## src/rtl/fetch_pkg.sv

```systemverilog
// Shared types and constants for the instruction fetch queue.
package fetch_pkg;

    localparam int FETCH_XLEN  = 32;
    localparam int INSTR_BYTES = 4;
    // Canonical RISC-V nop; out_valid alone marks a bubble, so this value is never driven as one.
    localparam logic [31:0] NOP = 32'h0000_0013;

    typedef struct packed {
        logic [FETCH_XLEN-1:0] pc;
        logic [FETCH_XLEN-1:0] instr;
    } fetch_entry_t;

endpackage

```

## src/rtl/fetch_queue_unit_if.sv

```systemverilog
// Fetch-stage bus: redirect input, sync-read imem port and the decode handshake.
interface fetch_queue_unit_if #(
    parameter int XLEN    = 32,
    parameter int IMEM_AW = 9
);
    logic               redirect;
    logic [XLEN-1:0]    redirect_pc;
    logic               mem_req;
    logic [IMEM_AW-1:0] mem_addr;
    logic [XLEN-1:0]    mem_rdata;
    logic               out_valid;
    logic               out_ready;
    logic [XLEN-1:0]    out_pc;
    logic [XLEN-1:0]    out_instr;

    modport master (
        input  redirect, redirect_pc, mem_rdata, out_ready,
        output mem_req, mem_addr, out_valid, out_pc, out_instr
    );

    modport slave (
        output redirect, redirect_pc, mem_rdata, out_ready,
        input  mem_req, mem_addr, out_valid, out_pc, out_instr
    );
endinterface

```

## src/rtl/fetch_queue_unit_fifo.sv

```systemverilog
// Synchronous FIFO holding fetched {pc, instr} pairs; flush wins over push and pop.
module fetch_fifo
    import fetch_pkg::*;
#(
    parameter int  DEPTH = 4,
    parameter type T     = fetch_entry_t,
    localparam int CW    = $clog2(DEPTH + 1)
) (
    input  logic          clk,
    input  logic          reset,
    input  logic          flush,
    input  logic          push,
    input  logic          pop,
    input  T              din,
    output T              head,
    output logic [CW-1:0] count
);

    localparam int PW = (DEPTH > 1) ? $clog2(DEPTH) : 1;

    T              mem_q [DEPTH];
    logic [PW-1:0] rd_ptr_q, rd_ptr_d;
    logic [PW-1:0] wr_ptr_q, wr_ptr_d;
    logic [CW-1:0] count_q, count_d;
    logic          do_push, do_pop;

    function automatic logic [PW-1:0] ptr_inc(input logic [PW-1:0] p);
        return (p == PW'(DEPTH - 1)) ? '0 : p + PW'(1);
    endfunction

    // NOTE: every signal written here gets a default first, so no path can infer a latch.
    always_comb begin
        rd_ptr_d = rd_ptr_q;
        wr_ptr_d = wr_ptr_q;
        count_d  = count_q;
        do_push  = push && !flush;
        do_pop   = pop && !flush && (count_q != '0);
        if (flush) begin
            rd_ptr_d = '0;
            wr_ptr_d = '0;
            count_d  = '0;
        end else begin
            if (do_pop)  rd_ptr_d = ptr_inc(rd_ptr_q);
            if (do_push) wr_ptr_d = ptr_inc(wr_ptr_q);
            unique case ({do_push, do_pop})
                2'b10:   count_d = count_q + CW'(1);
                2'b01:   count_d = count_q - CW'(1);
                default: count_d = count_q;
            endcase
        end
    end

    // NOTE: sequential state uses non-blocking assignments so all flops update together.
    always_ff @(posedge clk) begin
        if (reset) begin
            rd_ptr_q <= '0;
            wr_ptr_q <= '0;
            count_q  <= '0;
        end else begin
            rd_ptr_q <= rd_ptr_d;
            wr_ptr_q <= wr_ptr_d;
            count_q  <= count_d;
        end
    end

    // NOTE: storage is not reset; count gates every read, so stale contents are never visible.
    always_ff @(posedge clk) begin
        if (do_push) mem_q[wr_ptr_q] <= din;
    end

    assign head  = mem_q[rd_ptr_q];
    assign count = count_q;

endmodule

```

## src/rtl/fetch_queue_unit.sv

```systemverilog
// Instruction fetch stage: issues imem reads under a queue credit limit, queues responses for decode.
// Define FETCHQ_BYPASS_EN to forward a response straight to decode when the queue is empty.
module fetch_queue_unit
    import fetch_pkg::*;
#(
    parameter int              XLEN     = 32,
    parameter int              DEPTH    = 4,
    parameter int              IMEM_AW  = 9,
    parameter logic [XLEN-1:0] RESET_PC = '0
) (
    input logic               clk,
    input logic               reset,
    fetch_queue_unit_if.master bus
);

    localparam int            CW      = $clog2(DEPTH + 1);
    localparam logic [CW:0]   DEPTH_W = (CW + 1)'(DEPTH);

    typedef struct packed {
        logic [XLEN-1:0] pc;
        logic [XLEN-1:0] instr;
    } entry_t;

    logic [XLEN-1:0] fetch_pc_q, fetch_pc_d;
    logic [XLEN-1:0] req_pc_q, req_pc_d;
    logic            inflight_q, inflight_d;

    logic [XLEN-1:0] issue_pc;
    logic            issue, kill, resp_valid;
    logic [CW:0]     occupancy;
    logic            q_push, q_pop, q_empty;
    logic [CW-1:0]   q_count;
    entry_t          q_head, resp_entry, out_entry;
    logic            out_valid;

    // Request side: a pop this cycle does not free a credit, so the next push can never overflow.
    always_comb begin
        kill       = reset || bus.redirect;
        resp_valid = inflight_q && !kill;
        occupancy  = {1'b0, q_count} + {{CW{1'b0}}, inflight_q};
        issue      = !reset && (bus.redirect || (occupancy < DEPTH_W));
        issue_pc   = bus.redirect ? (bus.redirect_pc & ~XLEN'(3)) : fetch_pc_q;

        fetch_pc_d = fetch_pc_q;
        req_pc_d   = req_pc_q;
        inflight_d = 1'b0;
        if (issue) begin
            req_pc_d   = issue_pc;
            inflight_d = 1'b1;
            fetch_pc_d = issue_pc + XLEN'(INSTR_BYTES);
        end
    end

    always_ff @(posedge clk) begin
        if (reset) begin
            fetch_pc_q <= RESET_PC;
            req_pc_q   <= '0;
            inflight_q <= 1'b0;
        end else begin
            fetch_pc_q <= fetch_pc_d;
            req_pc_q   <= req_pc_d;
            inflight_q <= inflight_d;
        end
    end

    assign resp_entry = {req_pc_q, bus.mem_rdata};
    assign q_empty    = (q_count == '0);

`ifdef FETCHQ_BYPASS_EN
    logic bypass;

    always_comb begin
        bypass    = q_empty && resp_valid;
        out_valid = !q_empty || resp_valid;
        out_entry = !q_empty ? q_head : (resp_valid ? resp_entry : '0);
        q_push    = resp_valid && !(bypass && bus.out_ready);
    end
`else
    always_comb begin
        out_valid = !q_empty;
        out_entry = q_empty ? '0 : q_head;
        q_push    = resp_valid;
    end
`endif

    assign q_pop = out_valid && bus.out_ready && !q_empty;

    fetch_fifo #(
        .DEPTH (DEPTH),
        .T     (entry_t)
    ) u_fifo (
        .clk   (clk),
        .reset (reset),
        .flush (bus.redirect),
        .push  (q_push),
        .pop   (q_pop),
        .din   (resp_entry),
        .head  (q_head),
        .count (q_count)
    );

    assign bus.mem_req   = issue;
    assign bus.mem_addr  = issue_pc[IMEM_AW+1:2];
    assign bus.out_valid = out_valid;
    assign bus.out_pc    = out_entry.pc;
    assign bus.out_instr = out_entry.instr;

endmodule

```

## src/flat_wrapper.sv

```systemverilog
// flat-port wrapper written by rule: the top's interface ports become plain ports
module fetch_queue_unit_flat import fetch_pkg::*;
#(
    parameter int              XLEN     = 32,
    parameter int              DEPTH    = 4,
    parameter int              IMEM_AW  = 9,
    parameter logic [XLEN-1:0] RESET_PC = '0
)
  (clk, reset, bus_redirect, bus_redirect_pc, bus_mem_rdata, bus_out_ready, bus_mem_req, bus_mem_addr, bus_out_valid, bus_out_pc, bus_out_instr);
  fetch_queue_unit_if #(.XLEN(XLEN), .IMEM_AW(IMEM_AW)) bus_i ();
  input logic clk;
  input logic reset;
  input wire logic [$bits(bus_i.redirect)-1:0] bus_redirect;
  input wire logic [$bits(bus_i.redirect_pc)-1:0] bus_redirect_pc;
  input wire logic [$bits(bus_i.mem_rdata)-1:0] bus_mem_rdata;
  input wire logic [$bits(bus_i.out_ready)-1:0] bus_out_ready;
  output wire logic [$bits(bus_i.mem_req)-1:0] bus_mem_req;
  output wire logic [$bits(bus_i.mem_addr)-1:0] bus_mem_addr;
  output wire logic [$bits(bus_i.out_valid)-1:0] bus_out_valid;
  output wire logic [$bits(bus_i.out_pc)-1:0] bus_out_pc;
  output wire logic [$bits(bus_i.out_instr)-1:0] bus_out_instr;
  assign bus_i.redirect = bus_redirect;
  assign bus_i.redirect_pc = bus_redirect_pc;
  assign bus_i.mem_rdata = bus_mem_rdata;
  assign bus_i.out_ready = bus_out_ready;
  assign bus_mem_req = bus_i.mem_req;
  assign bus_mem_addr = bus_i.mem_addr;
  assign bus_out_valid = bus_i.out_valid;
  assign bus_out_pc = bus_i.out_pc;
  assign bus_out_instr = bus_i.out_instr;
  fetch_queue_unit #(.XLEN(XLEN), .DEPTH(DEPTH), .IMEM_AW(IMEM_AW), .RESET_PC(RESET_PC)) u_core (.clk(clk), .reset(reset), .bus(bus_i));
endmodule
```

## config.mk

```make
export PLATFORM = sky130hd
export DESIGN_NAME = fetch_queue_unit_flat
export DESIGN_NICKNAME = d
export VERILOG_FILES = /design/src/rtl/fetch_pkg.sv /design/src/rtl/fetch_queue_unit_if.sv /design/src/rtl/fetch_queue_unit_fifo.sv /design/src/rtl/fetch_queue_unit.sv /design/src/flat_wrapper.sv
export SDC_FILE = /design/constraint.sdc
export NUM_CORES = 1
export LEC_CHECK = 0
export CAP_MARGIN = 40
export CORE_ASPECT_RATIO = 1.1
export CORE_MARGIN = 2
export CORE_UTILIZATION = 45
export DETAILED_ROUTE_END_ITERATION = 10
export PLACE_DENSITY = 0.66
export RECOVER_POWER = 50
export SYNTH_ARGS = -nofsm -noshare
export SYNTH_HDL_FRONTEND = slang
export SYNTH_SLANG_ARGS = --single-unit
```

## constraint.sdc

```tcl
create_clock -name clk -period 4.85 [get_ports clk]
set_clock_uncertainty 0.05 [all_clocks]
set_input_delay 0.7275 -clock clk [delete_from_list [all_inputs] [get_ports clk]]
set_output_delay 0.7275 -clock clk [all_outputs]
set_load 0.02 [all_outputs]
```

Fig. 1: sizing map
The bar under the picture is 50 µm long.
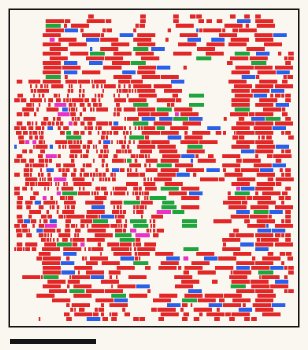
| colour | size | cells | share | most used |
|---|---|---|---|---|
| green | _6 and larger | 48 | 4.6% | clkbuf_16 |
| magenta | _3 and _4 cells | 18 | 1.7% | buf_4 |
| blue | _2 cells | 78 | 7.4% | mux4_2 |
| red | _0 and _1 cells | 906 | 86% | edfxtp_1 |

Fig. 2: cell placement
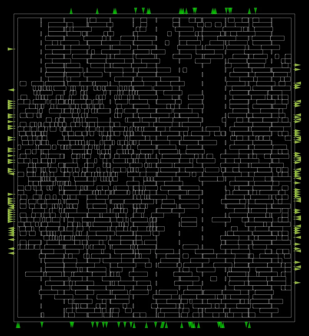
core area: 29400 µm²
Non-Filler Instances: 1424
Flops: 318
n_taps: 374
Final Util: 55.2%

==> impl_metrics.yaml <==
# flow metrics
clocking:
  cts_buffer_depth: 3
  cts_hold_buffers: 0
  clock-sinks: 318
  clkTransAtPathRegs_ns: 0.06
  h-tree-depth: 2
  post_cts_buffers: 0
yosys:
  ys.flops: 318
  top_cell: "edfxtp_1"
  syn_inst: 893
  yosysWarnings: 0
  yosys.area_share.aoi_pct: 5.30
  async_flop_share_pct: 0
  ys_sh_simple_pct: 10.6
worst_setup_path:
  r2r-start: "u_core.u_fifo.count[0]"
  crit_chain: "a31o_1 > nand2_1 > nand2_1 > inv_1 > clkdlybuf4s50_1"
routing:
  viasPerCell: 5.52
  via_count: 7858
  first_pass_iters: 5
  dr.first_iter.drc_count: 550
grt:
  grt_pass1_vias: 8005
  grt_max_degree: 60
  grt_pass1_wl_mm: 44.2
  use_met2_pct: 31.1
  met3_usage_pct: 2.94
  antenna_found_initial: 0
timing:
  slew_headroom_pct: -4.06
  final-hold-violation-count: 0
  finalMaxSlewViolations: 26
final_layout:
  top_regs: "u_core.u_fifo.mem_q (248), u_core.fetch_pc_q (30), u_core.req_pc_q (30)"
  sh_seq_area_pct: 54.6
  nNonClkBuffers: 153
  clock_buffers: 46
  buffer_area_share_pct: 9.77
  largest_reg_flops: 248
floorplanning:
  pin_count: 143
  die_h_um: 185
power:
  pg_comb_w: 0.000312
  p_per_area_nw_per_um2: 361
  swShare_pct: 20.8
status:
  failed_checks: "max-capacitance violations, max-slew violations"
  status: "finished with violations"
job:
  drv_cap: 1
hold_path:
  hold_start: "u_core.fetch_pc_q[31]"
metrics by stage:
stage | power [W] | util, % | instances | hold slack [ns]
4_1_cts | 0.00593 | 55.3 | 1424 | 0.406
5_1_grt | 0.00608 | 55.2 | 1424 | 0.419
3_3_place_gp | 0.00341 | 51.1 | 1358 | 0.383
2_1_floorplan | 0.00327 | - | 894 | 0.374
3_5_place_dp | 0.00342 | 51.5 | 1363 | 0.392
6_report | 0.00586 | 55.2 | 1424 | 0.408
metal layers:
metal	up-vias	wire [µm]
li1	3659	-
met1	3963	12600
met2	205	13700
met3	31	1240
met4	0	378
met5	-	0
worst paths after layout:
path                                                to  cells after the start
worst max-delay path                       bus_mem_req                      5
worst min-delay path             u_core.fetch_pc_q[31]                      2
worst max register to register  u_core.u_fifo.count[2]                      9
worst min register to register   u_core.fetch_pc_q[31]                      2
Power is estimated from default activity; no workload was simulated.
